### config.mk
export PLATFORM = sky130hd
export DESIGN_NAME = ex_mem_stage
export DESIGN_NICKNAME = d
export VERILOG_FILES = /design/src/rtl/ex_mem_stage.sv
export SDC_FILE = /design/constraint.sdc
export NUM_CORES = 1
export LEC_CHECK = 0
export ABC_CLOCK_PERIOD_IN_PS = 2600
export CORE_AREA = 2 2 75 105
export CTS_CLUSTER_DIAMETER = 40
export CTS_CLUSTER_SIZE = 10
export DETAILED_ROUTE_END_ITERATION = 8
export DIE_AREA = 0 0 77 107
export PLACE_DENSITY = 0.82
export RECOVER_POWER = 50
export SYNTH_ARGS = -nofsm -noshare
export SYNTH_HDL_FRONTEND = slang
export SYNTH_SLANG_ARGS = --single-unit
### constraint.sdc
create_clock -name clk -period 2.6 [get_ports clk]
set_input_delay 0.52 -clock clk [delete_from_list [all_inputs] [get_ports clk]]
set_output_delay 0.52 -clock clk [all_outputs]
set_load 0.03 [all_outputs]
### src/rtl/ex_mem_stage.sv
// EX/MEM pipeline register: registers ALU result and control, owns the Z/V/N
// flag register, resolves conditional branches and latches a sticky halt.
module ex_mem_stage #(
  parameter int DATA_W = 16
) (
  input  logic              clk,
  input  logic              rst_n,
  input  logic              in_valid,
  output logic              in_ready,
  input  logic [3:0]        op,
  input  logic [2:0]        cond,
  input  logic [DATA_W-1:0] alu_dst,
  input  logic              alu_ov,
  input  logic              alu_zr,
  input  logic              alu_neg,
  input  logic              change_v,
  input  logic              change_z,
  input  logic              change_n,
  input  logic [DATA_W-1:0] store_data,
  input  logic [DATA_W-1:0] pc_plus1,
  input  logic [DATA_W-1:0] branch_target,
  input  logic [3:0]        wr_reg,
  input  logic              mem_stall,
  output logic              out_valid,
  output logic [3:0]        out_op,
  output logic [DATA_W-1:0] out_result,
  output logic [DATA_W-1:0] out_store_data,
  output logic [3:0]        out_wr_reg,
  output logic              out_wr_en,
  output logic              out_mem_rd,
  output logic              out_mem_wr,
  output logic              flag_z,
  output logic              flag_v,
  output logic              flag_n,
  output logic              redirect,
  output logic [DATA_W-1:0] redirect_pc,
  output logic              halt
);

  localparam logic [3:0] OP_ADD = 4'h0;
  localparam logic [3:0] OP_SUB = 4'h2;
  localparam logic [3:0] OP_SRA = 4'h7;
  localparam logic [3:0] OP_LW  = 4'h8;
  localparam logic [3:0] OP_SW  = 4'h9;
  localparam logic [3:0] OP_B   = 4'hC;
  localparam logic [3:0] OP_JAL = 4'hD;
  localparam logic [3:0] OP_HLT = 4'hF;

  function automatic logic branch_taken(input logic [2:0] c, input logic z,
                                        input logic v, input logic n);
    logic t;
    case (c)
      3'b000:  t = !z;
      3'b001:  t = z;
      3'b010:  t = !z && !n;
      3'b011:  t = n;
      3'b100:  t = z || (!z && !n);
      3'b101:  t = n || z;
      3'b110:  t = v;
      default: t = 1'b1;
    endcase
    return t;
  endfunction

  function automatic logic writes_reg(input logic [3:0] o);
    return (o <= OP_LW) || (o == 4'hA) || (o == 4'hB) || (o == OP_JAL);
  endfunction

  logic              vld_p1;
  logic [3:0]        op_p1;
  logic [DATA_W-1:0] result_p1;
  logic [DATA_W-1:0] store_data_p1;
  logic [3:0]        wr_reg_p1;
  logic              wr_en_p1;
  logic              mem_rd_p1;
  logic              mem_wr_p1;
  logic              taken_p1;
  logic [DATA_W-1:0] redirect_pc_p1;
  logic              flag_z_p1;
  logic              flag_v_p1;
  logic              flag_n_p1;
  logic              halt_p1;

  logic acc;
  logic normal;
  logic z_op;
  logic vn_op;

  assign in_ready = !mem_stall && !halt_p1;
  assign acc      = in_valid && in_ready;
  assign redirect = vld_p1 && taken_p1;
  // The instruction accepted while a redirect is pending is the wrong path.
  assign normal   = acc && !redirect;
  assign z_op     = (op == OP_ADD) || ((op >= OP_SUB) && (op <= OP_SRA));
  assign vn_op    = (op == OP_ADD) || (op == OP_SUB);

  // ---- EX -> MEM boundary ----
  always_ff @(posedge clk or negedge rst_n) begin
    if (!rst_n) begin
      vld_p1         <= 1'b0;
      op_p1          <= '0;
      result_p1      <= '0;
      store_data_p1  <= '0;
      wr_reg_p1      <= '0;
      wr_en_p1       <= 1'b0;
      mem_rd_p1      <= 1'b0;
      mem_wr_p1      <= 1'b0;
      taken_p1       <= 1'b0;
      redirect_pc_p1 <= '0;
      flag_z_p1      <= 1'b0;
      flag_v_p1      <= 1'b0;
      flag_n_p1      <= 1'b0;
      halt_p1        <= 1'b0;
    end else if (!mem_stall) begin
      if (normal) begin
        vld_p1        <= 1'b1;
        op_p1         <= op;
        result_p1     <= (op == OP_JAL) ? pc_plus1 : alu_dst;
        store_data_p1 <= store_data;
        wr_reg_p1     <= wr_reg;
        wr_en_p1      <= writes_reg(op) && (wr_reg != 4'h0);
        mem_rd_p1     <= (op == OP_LW);
        mem_wr_p1     <= (op == OP_SW);
        taken_p1      <= (op == OP_B) && branch_taken(cond, flag_z_p1, flag_v_p1, flag_n_p1);
        if (op == OP_B)
          redirect_pc_p1 <= branch_target;
        if (change_z && z_op)
          flag_z_p1 <= alu_zr;
        if (change_v && vn_op)
          flag_v_p1 <= alu_ov;
        if (change_n && vn_op)
          flag_n_p1 <= alu_neg;
        if (op == OP_HLT)
          halt_p1 <= 1'b1;
      end else begin
        // Bubble or squashed slot: kill the valid and all side-effect strobes.
        vld_p1    <= 1'b0;
        taken_p1  <= 1'b0;
        wr_en_p1  <= 1'b0;
        mem_rd_p1 <= 1'b0;
        mem_wr_p1 <= 1'b0;
      end
    end
  end

  assign out_valid      = vld_p1;
  assign out_op         = op_p1;
  assign out_result     = result_p1;
  assign out_store_data = store_data_p1;
  assign out_wr_reg     = wr_reg_p1;
  assign out_wr_en      = wr_en_p1;
  assign out_mem_rd     = mem_rd_p1;
  assign out_mem_wr     = mem_wr_p1;
  assign flag_z         = flag_z_p1;
  assign flag_v         = flag_v_p1;
  assign flag_n         = flag_n_p1;
  assign redirect_pc    = redirect_pc_p1;
  assign halt           = halt_p1;

endmodule

==> flow_summary.toml <==
# yosys + openroad results
[outcome]
outcome = "finished with violations"
violations = "capacitance limit, slew limit"

[routing]
viasPerCell = 4.78
met3WireLength_microns = 492
dr_wl_met2_mm = 3.78
drtPass1Iterations = 4
vias = 2198
drt-met1-wl_mm = 2.88
ant_nets = 0
drt_iter0_markers = 71
routed.top_layer = "met4"

[setup_path]
cp.depth = 3
cp_data_arrival_time_ns = 1.82
cp.required_ns = 2.08
crit_path_end = "in_ready"
path_class = "primary input to output pin"
r2r_setup_slack_ns = 0.58
crit_path_end_kind = "output pin"
path_max_fanout = 2
timing.critical_path.mode_cell = "clkdlybuf4s50_1"
critPathSlowestCell = "clkdlybuf4s50_1"
cp-start-kind = "primary input"
timing.rr.start = "out_valid$_DFFE_PN0N_"
slowest_delay_ns = 0.68
ff2ff_path_depth = 4
timing.rr.end = "redirect_pc[10]$_DFFE_PN0P_"
crit_family = "buffers and inverters"
crit_chain = "clkdlybuf4s50_1 -> nor2_4 -> clkdlybuf4s50_1"

[worst_hold_path]
hold_path_depth = 1
holdCritPathClass = "flip-flop to flip-flop"
min-delay-start = "out_wr_en$_DFFE_PN0N_"
worstHoldEndpoint = "out_wr_en$_DFFE_PN0N_"

[placement]
gp_congestion = 0.780
dp.cells = 444
place_ws_ns = 0.163
placed_cell_area_sq_um = 4380
io_buffers = 150
dp_hpwl_mm = 5.35

[die]
fp_util = 0.378
die_h_microns = 107
core_area_sq_um = 7310
placementRows = 37
die-area_sq_um = 8240
die_w_microns = 77
pin_count = 151

[logic_synthesis]
yosysSeqAreaShare = 0.589
ys_ff = 65
ys_cells = 203
syn-cell-area_sq_um = 2760
ys_warn_count = 0
ff_type = "dfrtp_1"
common_cells = "dfrtp_1 (65), mux2_2 (32), nand2_1 (22)"
post-synth-top-count-cell = "dfrtp_1"
syn_nets = 288
syn_avg_cell_area_sq_um = 13.6
top_cells_by_area = "dfrtp_1 (59%), mux2_2 (13%), mux2i_1 (5.8%)"
yosys_area_sq_um = 2760
synth_top_area_share = 0.589
edf_count = 0
yosysUniqueCellTypes = 32
async_flop_share = 1.00
synth_top_cell_by_area = "dfrtp_1"
syn_inst = 203

[timing]
slew_viol_final = 66
tns_ns = 0
finalWorstSetupSlack_ns = 0.262
fin_crit_ns = 2.34
max_slew_margin = -0.0489
clock_skew_ns = 0.00554
setup_viol = 0
clock.fmax_ghz = 0.428
worstMarginPinSlew_ns = 1.57
post-route-period-util = 0.899
whs_ns = 0.478
rsz0062_at_grt = "no"

[cts]
cts_tree = "built"
root_buffer = "clkbuf_8"
ctsHoldBuffers = 0
cts_made_buffers = 9
clock-sinks = 65
cts_setup_buffers = 0
h-tree-depth = 3
clkTransAtPathRegs_ns = 0.06
clock_latency_ns = 0.33
cts_resized = 0

[power_and_ir_drop]
power_density_nw_per_um2 = 818
finalPower_uw = 3730
ir_worst_vdd_mv = 0.480
leakagePower_uw = 0.00204

[grt]
grt_use_total = 0.179
grt_pass1_wl_mm = 11.5
grt_use_met1 = 0.203
grt_use_met2 = 0.311
grt.met3_usage = 0.0673
busiest_layer = "met2"
antenna_found_initial = 0
grt_max_degree = 66
overflow = 0

[layout]
lay_top_cells = "clkdlybuf4s50_1 (148), dfrtp_1 (65), mux2_2 (32)"
drive_gt1_frac = 0.182
area_growth_pct = 65.2
fin_nets = 443
finish.utilization = 0.624

[run]
warnings = 26
drv_cap = 1
logic make-up (layout without fill, tap and decap cells):
group,Yosys count,in the layout,share of synthesized area
flops,65,65,0.589
mux,59,59,0.246
simple gates,39,39,0.0793
compound gates,27,27,0.0594
buf+inv,12,172,0.0236
xor+xnor,1,1,0.00317
power breakdown:
group | switching [uW] | total (uW) | leakage, uW | internal (uW)
sequential | 133 | 1370 | 0.000799 | 1240
clock | 386 | 925 | 0.0000995 | 539
combinational | 745 | 1430 | 0.00115 | 689
total | 1260 | 3730 | 0.00204 | 2470
cell type report:
class                           instances  area (sq um)
Timing Repair Buffer                  155          1540
Clock inverter                          5          80.1
Fill cell                             608          2750
Tap cell                               97           121
Inverter                                1          3.75
Multi-Input combinational cell        126          1060
Clock buffer                           11           131
Sequential cell                        65          1630
Routed metal per tile:
Scale: 2 px per micron. The die is cut into 15 by 21 equal tiles; dark purple is low, yellow is high, scaled to the fullest tile. Values are wire area over tile area, all layers added.
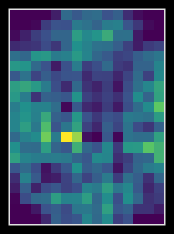
The mean over all tiles is 0.14. The densest ninth of the die: middle left. The fullest tile reaches 0.47. 12% of the tiles are over half the peak. 7.6% of the tiles are nearly empty.
wire per inst: 15.8 microns
final WL: 7.26 mm

Gate families picked out:
Scale: 4 px per micron.
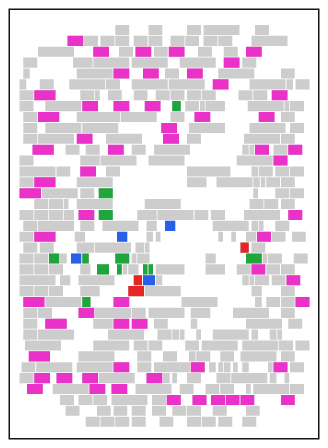
Red shows AND and OR gates, cells 3. Green shows NOR gates, cells 12. Blue shows AND-OR and OR-AND gates, cells 4, where centre. Magenta shows multiplexers, cells 59, where spread over the die.
Non-Filler Instances: 460
combinational share of cell area: 0.232
most common logic cell in the routed design: clkdlybuf4s50_1

No activity file was given, so power comes from the tool's default toggle rates.
